Figure 1. Track usage over the die (run 1).
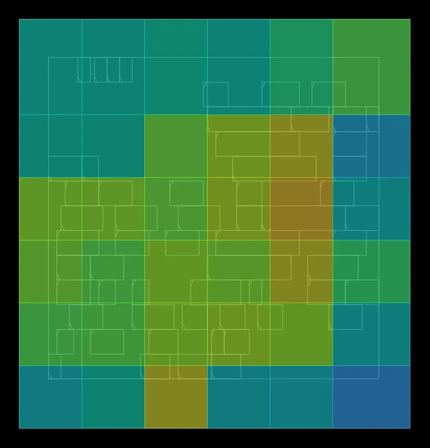
Figure 2. Cell sizes after repair (run 1).
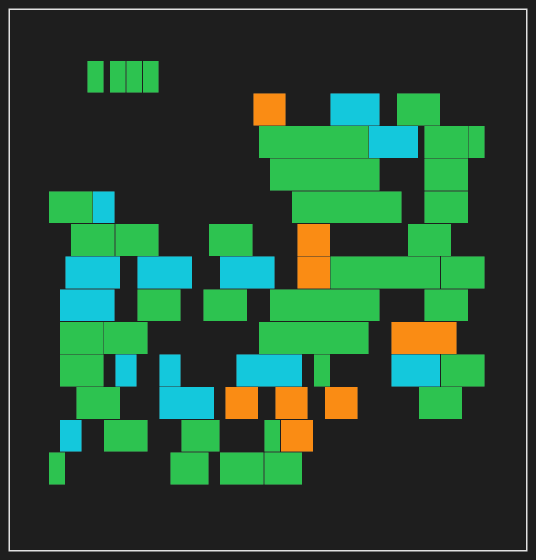
Figure 3. Wiring heat map (run 1).
The bar under the picture is 10 um long. The die is cut into 9 by 9 equal tiles; dark blue is low, red is high, scaled to the fullest tile. Values are wire area over tile area, all layers added.
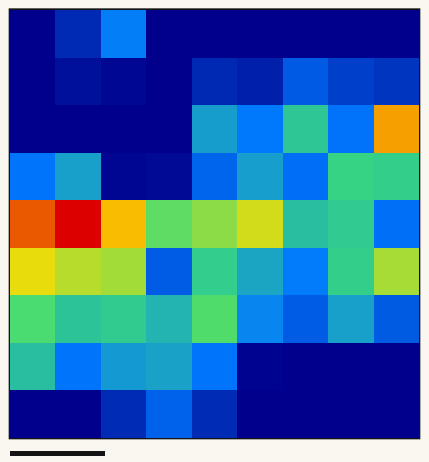
**config.mk**
```make
export PLATFORM = sky130hd
export DESIGN_NAME = ram_access_ctrl
export DESIGN_NICKNAME = d
export VERILOG_FILES = /design/src/rtl/ram_access_ctrl.sv
export SDC_FILE = /design/constraint.sdc
export NUM_CORES = 1
export LEC_CHECK = 0
export CORE_AREA = 3 3 40 42
export CTS_BUF_LIST = sky130_fd_sc_hd__clkbuf_4 sky130_fd_sc_hd__clkbuf_8
export CTS_CLUSTER_DIAMETER = 120
export DETAILED_ROUTE_END_ITERATION = 12
export DIE_AREA = 0 0 43 45
export PLACE_DENSITY_LB_ADDON = 0.2
export SLEW_MARGIN = 20
export SYNTH_ARGS = -nofsm -noshare
export SYNTH_HDL_FRONTEND = slang
export SYNTH_SLANG_ARGS = --single-unit
```
**constraint.sdc**
```tcl
create_clock -name clk -period 2.18 [get_ports clk]
set_clock_uncertainty 0.15 [all_clocks]
set_input_delay 0.545 -clock clk [delete_from_list [all_inputs] [get_ports clk]]
set_output_delay 0.545 -clock clk [all_outputs]
set_load 0.01 [all_outputs]
```
**src/rtl/ram_access_ctrl.sv**
```systemverilog
// ram_access_ctrl
// Initiator-side controller for a small synchronous-read RAM/ROM with a
// one-cycle registered read. The host issues reads and writes over a
// valid/ready handshake. Read data comes back on a one-cycle response strobe.
//
// Optional feature (macro RAM_CTRL_SWEEP_EN): a sweep engine reads every
// address in turn and produces the XOR checksum of the whole memory. When the
// macro is undefined, the sweep ports remain but have no effect:
//   - sweep_start is ignored.
//   - sweep_busy, sweep_done and sweep_sum are held at zero.
//
// Parameters: AW address width (depth = 2**AW), DW data width.
// Ports:
//   clk, rst                  clock, asynchronous active-high reset
//   req_valid/req_ready       host request handshake
//   req_we/addr/wdata         request fields (we=1 write, we=0 read)
//   resp_valid/resp_data      read response pulse; data is held until the next response
//   mem_addr/we/wdata/rdata   RAM port; rdata is valid the cycle after the address
//   sweep_start               starts a checksum sweep (sampled only in IDLE)
//   sweep_busy                high while a sweep is running
//   sweep_done/sweep_sum      done pulse and checksum; the checksum is held until the next sweep
module ram_access_ctrl #(
    parameter int AW = 2,
    parameter int DW = 4
) (
    input  logic          clk,
    input  logic          rst,
    input  logic          req_valid,
    output logic          req_ready,
    input  logic          req_we,
    input  logic [AW-1:0] req_addr,
    input  logic [DW-1:0] req_wdata,
    output logic          resp_valid,
    output logic [DW-1:0] resp_data,
    output logic [AW-1:0] mem_addr,
    output logic          mem_we,
    output logic [DW-1:0] mem_wdata,
    input  logic [DW-1:0] mem_rdata,
    input  logic          sweep_start,
    output logic          sweep_busy,
    output logic          sweep_done,
    output logic [DW-1:0] sweep_sum
);

    typedef enum logic [1:0] {IDLE, RD_WAIT, SWEEP, SW_DRAIN} state_t;

    state_t        state_q, state_d;
    logic          resp_valid_q, resp_valid_d;
    logic [DW-1:0] resp_data_q, resp_data_d;
    logic          accept;

`ifdef RAM_CTRL_SWEEP_EN
    // The counter is one bit wider than the address so that the terminal
    // count (depth) can be represented without wrapping back to 0.
    localparam logic [AW:0] CNT_END = {1'b1, {AW{1'b0}}};

    logic [AW:0]   cnt_q, cnt_d;
    logic [DW-1:0] acc_q, acc_d;
    logic [DW-1:0] sum_q, sum_d;
    logic          done_q, done_d;
    logic          sweep_go;

    // A sweep request wins over a simultaneous host request.
    assign sweep_go  = (state_q == IDLE) && sweep_start && !rst;
    assign req_ready = (state_q == IDLE) && !sweep_start && !rst;
`else
    logic unused_sweep_start;
    assign unused_sweep_start = sweep_start;
    assign req_ready = (state_q == IDLE) && !rst;
`endif

    assign accept = req_valid && req_ready;

    always_comb begin
        state_d      = state_q;
        resp_valid_d = 1'b0;
        resp_data_d  = resp_data_q;
        mem_addr     = '0;
        mem_we       = 1'b0;
        mem_wdata    = '0;
`ifdef RAM_CTRL_SWEEP_EN
        cnt_d  = cnt_q;
        acc_d  = acc_q;
        sum_d  = sum_q;
        done_d = 1'b0;
`endif
        case (state_q)
            IDLE: begin
                if (accept) begin
                    mem_addr  = req_addr;
                    mem_wdata = req_wdata;
                    mem_we    = req_we;
                    if (!req_we) begin
                        state_d = RD_WAIT;
                    end
                end
`ifdef RAM_CTRL_SWEEP_EN
                if (sweep_go) begin
                    state_d = SWEEP;
                    cnt_d   = '0;
                    acc_d   = '0;
                end
`endif
            end
            RD_WAIT: begin
                // The RAM presents the word addressed in the previous cycle.
                resp_valid_d = 1'b1;
                resp_data_d  = mem_rdata;
                state_d      = IDLE;
            end
`ifdef RAM_CTRL_SWEEP_EN
            SWEEP: begin
                mem_addr = cnt_q[AW-1:0];
                // The returning data lags the address by one cycle. When the
                // count is 0 there is no word in flight yet.
                if (cnt_q != '0) begin
                    acc_d = acc_q ^ mem_rdata;
                end
                cnt_d = cnt_q + 1'b1;
                if (cnt_d == CNT_END) begin
                    state_d = SW_DRAIN;
                end
            end
            SW_DRAIN: begin
                // Absorb the word from the last address and publish the sum.
                acc_d   = acc_q ^ mem_rdata;
                sum_d   = acc_q ^ mem_rdata;
                done_d  = 1'b1;
                state_d = IDLE;
            end
`endif
            default: state_d = IDLE;
        endcase
    end

    always_ff @(posedge clk or posedge rst) begin
        if (rst) begin
            state_q      <= IDLE;
            resp_valid_q <= 1'b0;
            resp_data_q  <= '0;
        end else begin
            state_q      <= state_d;
            resp_valid_q <= resp_valid_d;
            resp_data_q  <= resp_data_d;
        end
    end

    assign resp_valid = resp_valid_q;
    assign resp_data  = resp_data_q;

`ifdef RAM_CTRL_SWEEP_EN
    always_ff @(posedge clk or posedge rst) begin
        if (rst) begin
            cnt_q  <= '0;
            acc_q  <= '0;
            sum_q  <= '0;
            done_q <= 1'b0;
        end else begin
            cnt_q  <= cnt_d;
            acc_q  <= acc_d;
            sum_q  <= sum_d;
            done_q <= done_d;
        end
    end

    assign sweep_busy = (state_q == SWEEP) || (state_q == SW_DRAIN);
    assign sweep_done = done_q;
    assign sweep_sum  = sum_q;
`else
    assign sweep_busy = 1'b0;
    assign sweep_done = 1'b0;
    assign sweep_sum  = '0;
`endif

endmodule

```
==> impl_metrics.ini, run 1 <==
; yosys + openroad results
[status]
outcome = complete, no violations

[cts]
cts-root-buf = clkbuf_4
clk_latency_ns = 0.24
cts.clk_slew.worst_paths_ns = 0.04
post_cts.repair.setup_buffers = 0
cts_tree = built
cts_hold_buffers = 0
ctsResizeCount = 19
htreeDepth = 1
numCtsBuffers = 3
clkSinkCount = 6

[routing]
drtPass1Iterations = 2
drt_iter0_drc = 1
viasPerCell = 4.35
drc = 0
ant_nets = 0
wl_um = 850

[final_timing]
period_minus_slack_ns = 2.13
hold_viol_final = 0
finalSetupViolCount = 0
fmax_ghz = 0.469
min_period_over_period_pct = 97.9
final_max_slew_viol_count = 0
rsz0062_at_grt = false

[flow_run]
warning_count = 27
drv_cap = 0

[floorplanning]
chip_area_sq_um = 1940
core_area_sq_um = 1280
initial_core_util_pct = 28.3
die_x_um = 43
num_rows = 13
fp.dieH_um = 45
io_pins = 34

[logic_synthesis]
yosysUniqueCellTypes = 11
xor_area_share_pct = 0
synthTopCellsByCount = buf_4 (6), dfrtp_1 (6), and4bb_2 (5)
synth.top_cell.area_share_pct = 41.2
synth.logic.top_family = simple AND/OR/NAND/NOR gates
synthCells = 28
synth_area_per_cell_sq_um = 13.0
ys_seq_elements = 6
ys_sh_aoi_pct = 0
simple_gate_area_share_pct = 27.8
yosysCellCount = 28
yosys-top-cells-area = dfrtp_1 (41%), and4bb_2 (17%), buf_4 (12%)
async_flop_share_pct = 100
netlist.top_cell.by_area = dfrtp_1
edf_count = 0
adder_share_pct = 0
yosys_area_sq_um = 364
synth_seq_share_pct = 41.2
syn_area_sq_um = 364

[worst_setup_path]
cp.arrival_ns = 1.44
slowest_delay_ns = 0.44
rr_worst_depth = 2
path_cells = clkdlybuf4s50_1 > and4bb_2 > clkdlybuf4s15_1
start_kind = input port
worstReg2RegEnd = resp_data[0]
critPathCaptureType = primary output
cp_max_fo = 1
required_ns = 1.48
critPathBufInv = 2
reg2reg_slack_ns = 0.92
cpMaxStageDelayCell = clkdlybuf4s50_1
crit_family = buffers and inverters

[hold_path]
hold_class = reg2reg
worstHoldStart = resp_data[2]
holdPathStages = 1
hold_end = resp_data[2]

[final_layout]
fin_cells = 74
mostFrequentLayoutCell = clkdlybuf4s50_1
nFillCells = 128
fin_util_pct = 49.4
areaGrowthSynthToFinish_pct = 74.2
mostFrequentLayoutCells = clkdlybuf4s50_1 (16), conb_1 (6), dfrtp_1 (6)
num_antenna_cells = 0
drive_above_1_share_pct = 35.6
final_nets = 76
final-seq-area_sq_um = 150
comb_area_sq_um = 173

[place]
dp_hpwl_um = 697
placed_cells = 71
gp_congestion = 0.598

[power_and_ir_drop]
power.density_nw_per_um2 = 553
ir_drop_uv = 160
p_leak_nw = 0.293

[grt]
grt_overflow = 0
grt_max_degree = 10
antenna_found_initial = 0
grtUsageTotal_pct = 10.0
grt_pass1_vias = 323
-- Figure 1 (at the start) --
GR Util met1: 9.90%
WL/cell: 11.5 um

-- Figure 2 (at the start) --
- x1 and smaller: green (cells 38; most used clkdlybuf4s50_1)
- x3 and x4: orange (cells 8; most used buf_4)
- x2: cyan (cells 13; most used and4bb_2)

-- Figure 3 (at the start) --
- mean over tiles: 0.080
- fullest tile: 0.31
- emptiest ninth of the die: north-west

run 1: cells by family after synthesis:
group | after synthesis
simple gates | 9
buf+inv | 8
flops | 6
mux | 4
other cells | 1
run 1: report_power, final:
group / internal [mW] / switching [mW] / total [mW]
sequential: 0.129 / 0.00887 / 0.138
clock: 0.0619 / 0.0344 / 0.0963
combinational: 0.0763 / 0.0403 / 0.117
run 1: area by class of cell:
cell class | instances | share of cell area [%]
clock buffers | 3 | 3.55
inverters | 1 | 0.592
multi-input cells | 19 | 27.2
flip-flops and latches | 6 | 23.7
well taps | 15 | 2.96
repair buffers | 30 | 42.0
run 1: worst reg2reg max path: cells and delay by family (launching register included):
kind,cells,cell delay [ns]
buffers and inverters,1,0.19
flip-flops,1,0.47
multiplexers,1,0.33
run 1: per-stage QoR:
step	worst slack, ns	area [sq um]	hold WS [ns]	TNS, ns	power, mW
floorplan	0.478	383	0.186	0	0.193
global placement	-0.474	636	0.338	-3.65	0.261
detailed placement	-0.467	636	0.348	-3.58	0.264
CTS	0.00182	639	0.356	0	0.359
global route	0.00619	634	0.382	0	0.373
finish	0.0465	634	0.354	0	0.351
run 1: worst max path at each step:
stage	start	to	slack, ns	depth (start not counted)
after floorplan	state_q[0]	mem_addr[0]	0.48	2
after global placement	rst	mem_wdata[1]	-0.47	3
after detailed placement	rst	mem_wdata[3]	-0.47	3
after CTS	req_we	mem_we	0.002	3
after global routing	req_wdata[2]	mem_wdata[2]	0.006	3
final	req_wdata[1]	mem_wdata[1]	0.05	3
run 1: sequential cells by signal, summed over array words and instances (netlist names):
signal      flops
resp_data       4
state_q         1
resp_valid      1
run 1: routing by layer:
metal | part of all wire (%) | track usage (%)
met5 | 0 | 0
met4 | 0.47 | 9.04
met3 | 21 | 5.98
met2 | 43 | 14.7
met1 | 35 | 9.90
Figure 4. Placement by cell class (run 1).
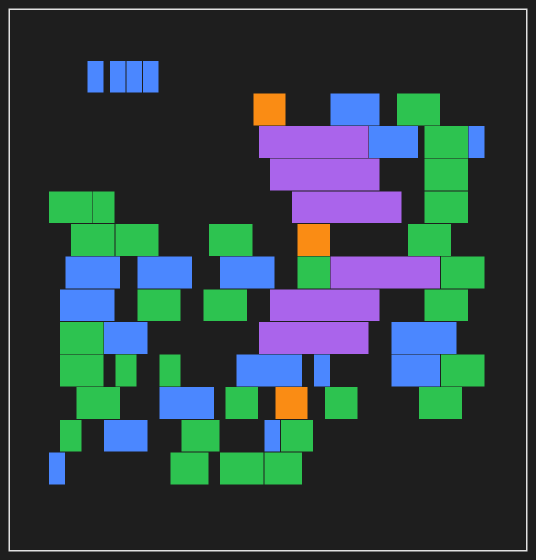

## Run 2: what changed since run 1
==> constraint.sdc (replaced) <==
create_clock -name clk -period 2.18 [get_ports clk]
set_clock_uncertainty 0.15 [all_clocks]
set_input_delay 0.327 -clock clk [delete_from_list [all_inputs] [get_ports clk]]
set_output_delay 0.327 -clock clk [all_outputs]
set_load 0.05 [all_outputs]
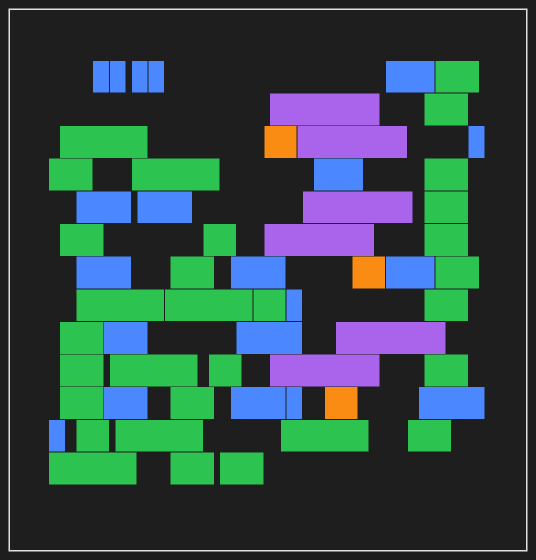
Figure 5: run 2, placement by cell class.
- clock-net drivers: orange (cells 3)
- remaining buffers and delay cells: green (cells 30)
- registers: purple (cells 6)
- remaining logic cells: blue (cells 20)
cell area after layout: 738 sq um
standard-cell row count: 13
Core ar.: 1280 sq um

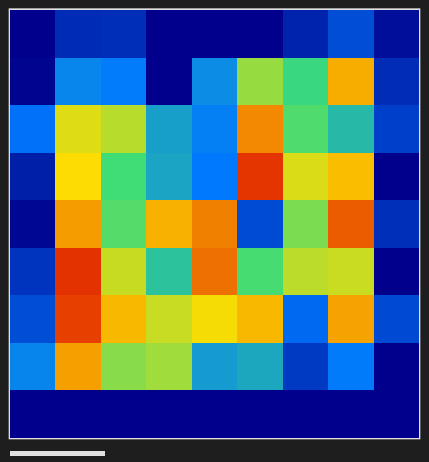
Figure 6: run 2, cell density map.
The bar under the picture is 10 um long. The die is cut into 9 by 9 equal tiles; dark blue is low, red is high, 0 to 100% covered.
- tiles over 75% full: 19%
- mean over tiles: 37%
- densest ninth of the die: centre
- fullest tile: 95%
- emptiest ninth of the die: south-east
floorplan utilization: 28.3%
Util after Layout: 57.4%

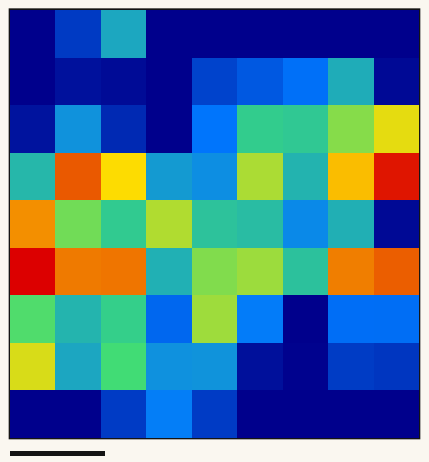
Figure 7: run 2, wiring heat map.
The bar under the picture is 10 um long. The die is cut into 9 by 9 equal tiles; dark blue is low, red is high, scaled to the fullest tile. Values are wire area over tile area, all layers added.
- densest ninth of the die: west
- fullest tile: 0.23
- mean over tiles: 0.074
- nearly empty tiles: 25%
- tiles over half the peak: 26%

==> run 2 against run 1 <==
- cell area rose by 16%
- utilization rose by 8.1 points
- clock power rose by 1%
- non-clock buffer count did not move
- via count rose by 1.2%
- register-to-register slack improved by 0.08 ns
- setup slack improved by 0.15 ns
- die size did not move
- total power rose by 32%
- fmax rose by 7.4%
- combinational power rose by 95%
- worst hold slack barely moved
- critical endpoint is now mem_wdata[0]
- largest cell class unchanged
- highest routed layer is now met3
==> impl_metrics.ini, run 2 <==
; yosys + openroad results
[final_layout]
nFillCells = 127
mostFrequentLayoutCell = clkdlybuf4s50_1
fin_cells = 74
mostFrequentLayoutCells = clkdlybuf4s50_1 (18), buf_12 (8), conb_1 (6), dfrtp_1 (6), and4bb_2 (5)
areaGrowthSynthToFinish_pct = 103

[power_and_ir_drop]
swShare_pct = 38.0
ir_drop_uv = 226
p_leak_nw = 0.320
pwr-share-comb_pct = 49.2
p_int_mw = 0.286
power.density_nw_per_um2 = 626
switchingPower_mw = 0.176
seqPwrFrac_pct = 29.7
pwr-share-clk_pct = 21.1

[routing]
ant_nets = 0
drtPass1Iterations = 1
viasPerCell = 4.41
drt_iter0_drc = 0
wl_um = 833
drc = 0

[logic_synthesis]
async_flop_share_pct = 100
ys_sh_aoi_pct = 0
adder_share_pct = 0
yosysCellCount = 28
netlist.top_cell.by_area = dfrtp_1
synth_area_per_cell_sq_um = 13.0
synth.top_cell.area_share_pct = 41.2
yosysUniqueCellTypes = 11
xor_area_share_pct = 0
synth.logic.top_family = simple AND/OR/NAND/NOR gates
yosys_area_sq_um = 364
edf_count = 0
synthCells = 28
syn_area_sq_um = 364
ys_seq_elements = 6
yosys-top-cells-area = dfrtp_1 (41%), and4bb_2 (17%), buf_4 (12%)
simple_gate_area_share_pct = 27.8
synth_seq_share_pct = 41.2

[worst_setup_path]
cp.arrival_ns = 1.51
cp_max_fo = 6
crit_type = in2out
start_kind = input port

[grt]
grt_overflow = 0
antenna_found_initial = 0
grt_max_degree = 9
grtUsageTotal_pct = 10.1
grt_pass1_vias = 344

[final_timing]
hold_slack_ns = 0.354
fmax_ghz = 0.503
final_max_slew_viol_count = 0
rsz0062_at_grt = false
hold_viol_final = 0
period_minus_slack_ns = 1.99
finalSetupViolCount = 0
min_period_over_period_pct = 91.1

[cts]
cts_tree = built
clk_latency_ns = 0.24
cts-root-buf = clkbuf_4
numCtsBuffers = 3
ctsResizeCount = 0
htreeDepth = 1
cts.clk_slew.worst_paths_ns = 0.04
clkSinkCount = 6

[place]
gp_congestion = 0.607
place_area_sq_um = 716

[floorplanning]
chip_area_sq_um = 1940
fp.dieH_um = 45
io_pins = 34
die_x_um = 43

[status]
outcome = complete, no violations

[flow_run]
warning_count = 28

[hold_path]
hold_class = reg2reg
run 2: layout make-up:
class | instances | area, sq um | share of cell area [%]
flip-flops and latches | 6 | 150 | 20.3
multi-input cells | 19 | 173 | 23.4
well taps | 15 | 18.8 | 2.54
inverters | 1 | 3.75 | 0.508
repair buffers | 30 | 370 | 50.2
clock buffers | 3 | 22.5 | 3.05
run 2: cells by family after synthesis:
group | Yosys count
and+or+nand+nor | 9
DFF | 6
buffers and inverters | 8
muxes | 4
other | 1
run 2: final timing paths:
| path | from | end | slack (ns) | cells past startpoint |
|---|---|---|---|---|
| worst max register to register | state_q[0] | state_q[0] | 1.00 | 2 |
| max in group asynchronous | rst | resp_data[3] | 1.26 | 3 |
| worst min-delay path | resp_data[0] | resp_data[0] | 0.35 | 1 |
| min in group asynchronous | rst | resp_valid | 0.43 | 3 |
| worst min register to register | resp_data[0] | resp_data[0] | 0.35 | 1 |
| worst max-delay path | rst | mem_wdata[0] | 0.19 | 3 |
run 2: layer usage:
metal	track usage (%)	part of all wire, %
met1	10.8	37
met2	16.2	48
met3	4.38	14
met4	7.23	0
met5	0	0
run 2: through the flow:
step | power, mW | setup WS [ns]
floorplan | 0.281 | -0.401
CTS | 0.473 | 0.179
detailed placement | 0.369 | 0.179
finish | 0.462 | 0.193
global placement | 0.367 | 0.194
global route | 0.487 | 0.136
run 2: worst max-delay path, cell delays in order:
cell and delay [ns]:
clkdlybuf4s50_1 0.49, nor4bb_1 0.49, buf_12 0.20
run 2: power groups by stage:
stage / sequential [mW] / clock, mW / combinational [mW]
3_5_place_dp: 0.140 / 0 / 0.229
6_report: 0.137 / 0.0974 / 0.228
4_1_cts: 0.138 / 0.105 / 0.230
3_3_place_gp: 0.138 / 0 / 0.229
5_1_grt: 0.141 / 0.111 / 0.236
2_1_floorplan: 0.197 / 0 / 0.0840
No activity file was given, so power comes from the tool's default toggle rates.
